**config.mk**
```make
export PLATFORM = sky130hd
export DESIGN_NAME = rgb_value_overlay
export DESIGN_NICKNAME = d
export VERILOG_FILES = /design/src/rtl/rgb_value_overlay.sv
export SDC_FILE = /design/constraint.sdc
export NUM_CORES = 1
export LEC_CHECK = 0
export CAP_MARGIN = 20
export CORE_ASPECT_RATIO = 0.5
export CORE_MARGIN = 3
export CORE_UTILIZATION = 37
export DETAILED_ROUTE_END_ITERATION = 10
export PLACE_DENSITY = 0.75
export SLEW_MARGIN = 20
export SYNTH_ARGS = -nofsm -noshare
export SYNTH_HDL_FRONTEND = slang
export SYNTH_SLANG_ARGS = --single-unit
```
**constraint.sdc**
```tcl
create_clock -name clk -period 3.8 [get_ports clk]
set_input_delay 0.76 -clock clk [delete_from_list [all_inputs] [get_ports clk]]
set_output_delay 0.76 -clock clk [all_outputs]
set_load 0.02 [all_outputs]
```
**src/rtl/rgb_value_overlay.sv**
```systemverilog
// Overlays the probed pixel's R, G and B values as three lines of three 16x16
// decimal glyphs on a video stream, with a fixed two-cycle pipeline.
module rgb_value_overlay #(
    parameter int          X0         = 16,
    parameter int          Y0         = 16,
    parameter int          LINE_PITCH = 20,
    parameter logic [23:0] FG_COLOR   = 24'hFFFFFF
) (
    input  logic        clk,
    input  logic        rst,
    input  logic [10:0] hcnt,
    input  logic [10:0] vcnt,
    input  logic        de_in,
    input  logic        hsync_in,
    input  logic        vsync_in,
    input  logic [23:0] rgb_in,
    input  logic [7:0]  val_r,
    input  logic [7:0]  val_g,
    input  logic [7:0]  val_b,
    input  logic        val_valid,
    output logic [3:0]  addr_R_h,
    output logic [3:0]  addr_R_d,
    output logic [3:0]  addr_R_u,
    output logic [3:0]  addr_G_h,
    output logic [3:0]  addr_G_d,
    output logic [3:0]  addr_G_u,
    output logic [3:0]  addr_B_h,
    output logic [3:0]  addr_B_d,
    output logic [3:0]  addr_B_u,
    input  logic [0:15] Char_R_h,
    input  logic [0:15] Char_R_d,
    input  logic [0:15] Char_R_u,
    input  logic [0:15] Char_G_h,
    input  logic [0:15] Char_G_d,
    input  logic [0:15] Char_G_u,
    input  logic [0:15] Char_B_h,
    input  logic [0:15] Char_B_d,
    input  logic [0:15] Char_B_u,
    output logic [23:0] rgb_out,
    output logic        de_out,
    output logic        hsync_out,
    output logic        vsync_out
);

    logic       vs_prev;
    logic [7:0] pend_r, pend_g, pend_b;
    logic [7:0] shown_r, shown_g, shown_b;

    // Values change only at the frame boundary so a digit never tears mid-frame.
    always_ff @(posedge clk or posedge rst) begin
        if (rst) begin
            vs_prev <= 1'b0;
            pend_r  <= 8'd0;
            pend_g  <= 8'd0;
            pend_b  <= 8'd0;
            shown_r <= 8'd0;
            shown_g <= 8'd0;
            shown_b <= 8'd0;
        end else begin
            vs_prev <= vsync_in;
            if (vsync_in && !vs_prev) begin
                shown_r <= pend_r;
                shown_g <= pend_g;
                shown_b <= pend_b;
            end
            if (val_valid) begin
                pend_r <= val_r;
                pend_g <= val_g;
                pend_b <= val_b;
            end
        end
    end

    logic [2:0] blank_h, blank_d;
    assign blank_h = {shown_b < 8'd100, shown_g < 8'd100, shown_r < 8'd100};
    assign blank_d = {shown_b < 8'd10,  shown_g < 8'd10,  shown_r < 8'd10};

    logic [10:0] dy [3];
    logic [10:0] dx [3];
    logic [2:0]  line_hit, slot_hit;
    logic [1:0]  line_idx, slot_idx;
    logic        line_any, slot_any;
    logic [3:0]  col;
    logic        blank_sel;

    // Lines never overlap, so at most one line and one slot can hit.
    always_comb begin
        line_idx = 2'd0;
        slot_idx = 2'd0;
        col      = 4'd0;
        for (int k = 0; k < 3; k++) begin
            dy[k]       = vcnt - 11'(Y0 + k * LINE_PITCH);
            dx[k]       = hcnt - 11'(X0 + k * 16);
            line_hit[k] = (vcnt >= 11'(Y0 + k * LINE_PITCH)) && (dy[k] < 11'd16);
            slot_hit[k] = (hcnt >= 11'(X0 + k * 16)) && (dx[k] < 11'd16);
            if (line_hit[k]) line_idx = 2'(k);
            if (slot_hit[k]) begin
                slot_idx = 2'(k);
                col      = dx[k][3:0];
            end
        end
        line_any  = |line_hit;
        slot_any  = |slot_hit;
        blank_sel = 1'b0;
        if (slot_idx == 2'd0)      blank_sel = blank_h[line_idx];
        else if (slot_idx == 2'd1) blank_sel = blank_d[line_idx];
    end

    logic        s1_line_hit, s1_slot_hit, s1_blank;
    logic [1:0]  s1_line, s1_slot;
    logic [3:0]  s1_col;
    logic [23:0] s1_rgb;
    logic        s1_de, s1_hs, s1_vs;

    always_ff @(posedge clk or posedge rst) begin
        if (rst) begin
            s1_line_hit <= 1'b0;
            s1_slot_hit <= 1'b0;
            s1_blank    <= 1'b0;
            s1_line     <= 2'd0;
            s1_slot     <= 2'd0;
            s1_col      <= 4'd0;
            s1_rgb      <= 24'd0;
            s1_de       <= 1'b0;
            s1_hs       <= 1'b0;
            s1_vs       <= 1'b0;
            addr_R_h    <= 4'd0;
            addr_R_d    <= 4'd0;
            addr_R_u    <= 4'd0;
            addr_G_h    <= 4'd0;
            addr_G_d    <= 4'd0;
            addr_G_u    <= 4'd0;
            addr_B_h    <= 4'd0;
            addr_B_d    <= 4'd0;
            addr_B_u    <= 4'd0;
        end else begin
            s1_line_hit <= line_any;
            s1_slot_hit <= slot_any;
            s1_blank    <= blank_sel;
            s1_line     <= line_idx;
            s1_slot     <= slot_idx;
            s1_col      <= col;
            s1_rgb      <= rgb_in;
            s1_de       <= de_in;
            s1_hs       <= hsync_in;
            s1_vs       <= vsync_in;
            addr_R_h    <= line_hit[0] ? dy[0][3:0] : 4'd0;
            addr_R_d    <= line_hit[0] ? dy[0][3:0] : 4'd0;
            addr_R_u    <= line_hit[0] ? dy[0][3:0] : 4'd0;
            addr_G_h    <= line_hit[1] ? dy[1][3:0] : 4'd0;
            addr_G_d    <= line_hit[1] ? dy[1][3:0] : 4'd0;
            addr_G_u    <= line_hit[1] ? dy[1][3:0] : 4'd0;
            addr_B_h    <= line_hit[2] ? dy[2][3:0] : 4'd0;
            addr_B_d    <= line_hit[2] ? dy[2][3:0] : 4'd0;
            addr_B_u    <= line_hit[2] ? dy[2][3:0] : 4'd0;
        end
    end

    // ROM rows arrive combinationally from the stage-1 addresses.
    logic glyph_bit;
    always_comb begin
        glyph_bit = 1'b0;
        case ({s1_line, s1_slot})
            4'b00_00: glyph_bit = Char_R_h[s1_col];
            4'b00_01: glyph_bit = Char_R_d[s1_col];
            4'b00_10: glyph_bit = Char_R_u[s1_col];
            4'b01_00: glyph_bit = Char_G_h[s1_col];
            4'b01_01: glyph_bit = Char_G_d[s1_col];
            4'b01_10: glyph_bit = Char_G_u[s1_col];
            4'b10_00: glyph_bit = Char_B_h[s1_col];
            4'b10_01: glyph_bit = Char_B_d[s1_col];
            4'b10_10: glyph_bit = Char_B_u[s1_col];
            default:  glyph_bit = 1'b0;
        endcase
    end

    logic pix_on;
    assign pix_on = s1_line_hit && s1_slot_hit && !s1_blank && glyph_bit;

    always_ff @(posedge clk or posedge rst) begin
        if (rst) begin
            rgb_out   <= 24'd0;
            de_out    <= 1'b0;
            hsync_out <= 1'b0;
            vsync_out <= 1'b0;
        end else begin
            rgb_out   <= !s1_de ? 24'd0 : (pix_on ? FG_COLOR : s1_rgb);
            de_out    <= s1_de;
            hsync_out <= s1_hs;
            vsync_out <= s1_vs;
        end
    end

endmodule

```
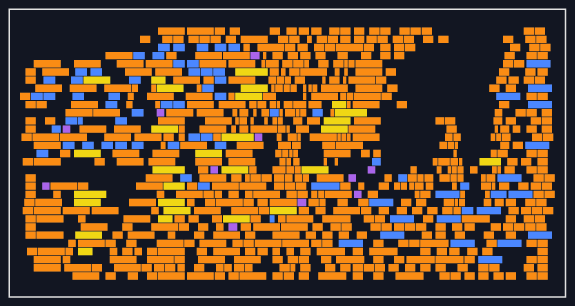
Fig. 1. Sizing map.
(3 px per um)
Yellow shows x6 and larger, cells 28, share 3.9%, most used clkbuf_16. Blue shows x2, cells 71, share 9.9%, most used mux2_2. Purple shows x3 and x4, cells 11, share 1.5%, most used buf_4. Orange shows x1 and smaller, cells 606, share 85%, most used clkdlybuf4s50_1.
Non-CTS buffers: 287
final instance area: 9388 sq um
area grow syn2layout: 58.56%
final worst slack: 658.3 ps

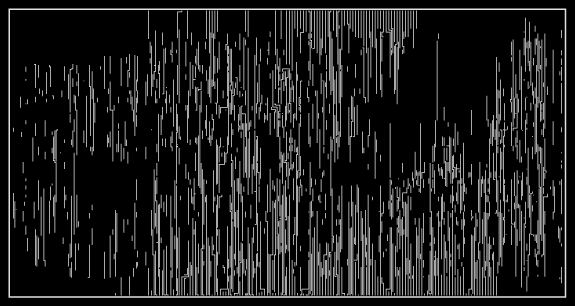
Fig. 2. Metal 2.
(3 px per um)
846 nets have wire on it. The layer holds 51% of the routed length. The longest straight run is 38.2 um. The layer carries 9050 um of wire.
vias post-DR: 4668
final wirelength: 17.59 mm
met2 usage: 0.3568

==> impl_metrics.ini <==
; flow metrics
[cts]
ctsHtreeMaxLevel = 4
cts_buffers = 17
clkTransAtPathRegs_ps = 50
post-cts-setup-buffers = 0
insertion_delay_ps = 410
ctsHoldBuffers = 0
root_buffer = clkbuf_16
cts_sinks = 119

[worst_hold_path]
holdPathEnd = hsync_out
min_path_type = flop to flop
hp-start = s1_hs
min_path_cells = 0

[finish]
flop-count = 119
logic_area_sq_um = 2549
sh_comb_area = 0.2715
drive_above_1_share = 0.1536
largest_class = flip-flops and latches
inverters_excl_clock = 15
comb_cells = 263
area_share_nonclk_buffers = 0.3065
layout.cells.most_common = clkdlybuf4s50_1
final-clk-cell-share = 0.07184
top_regs = rgb_out (24), s1_rgb (24)
nets = 932
final.clkbuf_count = 21
finalNonFillerCells = 914
fin_util = 0.6238

[timing]
fin_hold_ws_ps = 357.2
drv_slew = 0
worst_pin_slew_ps = 1001
tns_ps = 0
relSlewSlack = 0.3307
max_freq_ghz = 0.3183
finalSetupViolations = 0

[power]
pwr-share-comb = 0.140
p_clk_frac = 0.477
switchingPower_w = 0.0007860
top_power_group = clock

[yosys]
synthFlopType = dfrtp_1
ys_seq_elements = 119
syn_area_per_cell_sq_um = 13.36
synth_warnings = 0
synth_cell_types = 58
syn_nets = 672
syn_area_sq_um = 5921
adder_share = 0.01902
synthTopCellsByArea = dfrtp_1, mux2_2, mux4_2
synth.logic.top_family = multiplexers
most_common_cell = dfrtp_1
ys_sh_mux = 0.2284
postSynth.asyncResetShare = 1.000
xor_area_frac = 0.004438
top_area_cell = dfrtp_1
ys_cells = 443
edf_count = 0
synth_seq_share = 0.5030

[global_route]
grt_max_degree = 64
grt_use_met1 = 0.2335
antenna_found_initial = 0
busiest_layer = met2
grt_pass1_vias = 4843

[die]
rows = 31
die_w_um = 184.9
chipArea_sq_um = 17650
die_h_um = 95.45

[routing]
wl_met1_mm = 7.049
drc = 0
wl_met3_mm = 1.112
drtIter0Drc = 343
vias_per_cell = 5.107

[setup_path]
crit_buf_inv = 2
crit_family = AND-OR/OR-AND gates
cp.arrival_ps = 3400
r2r_cells = 8
endpoint = s1_blank
critPathSlowestCell = clkdlybuf4s50_1
startpoint_type = input pin
reg2reg_slack_ps = 830
regToRegStartpoint = s1_col[0]
reg2reg_to = rgb_out[19]
cp.required_ps = 4060
crit_type = input pin to flop
crit_chain = clkdlybuf4s50_1 -> inv_1 -> ha_1 -> nor2b_1 -> o21ai_0 -> or3b_2 -> a21o_1 -> a21o_1 -> a221oi_1 -> o21ai_0
critical_path.max_stage_delay_ps = 580
cp.depth = 10

[place]
dp_hpwl_mm = 13.64
place.gp.congestion = 0.8882
placed_area_sq_um = 8713
dpl.cell_count = 882

[outcome]
status = finished, final reports clean
Power and IR drop assume default switching activity.
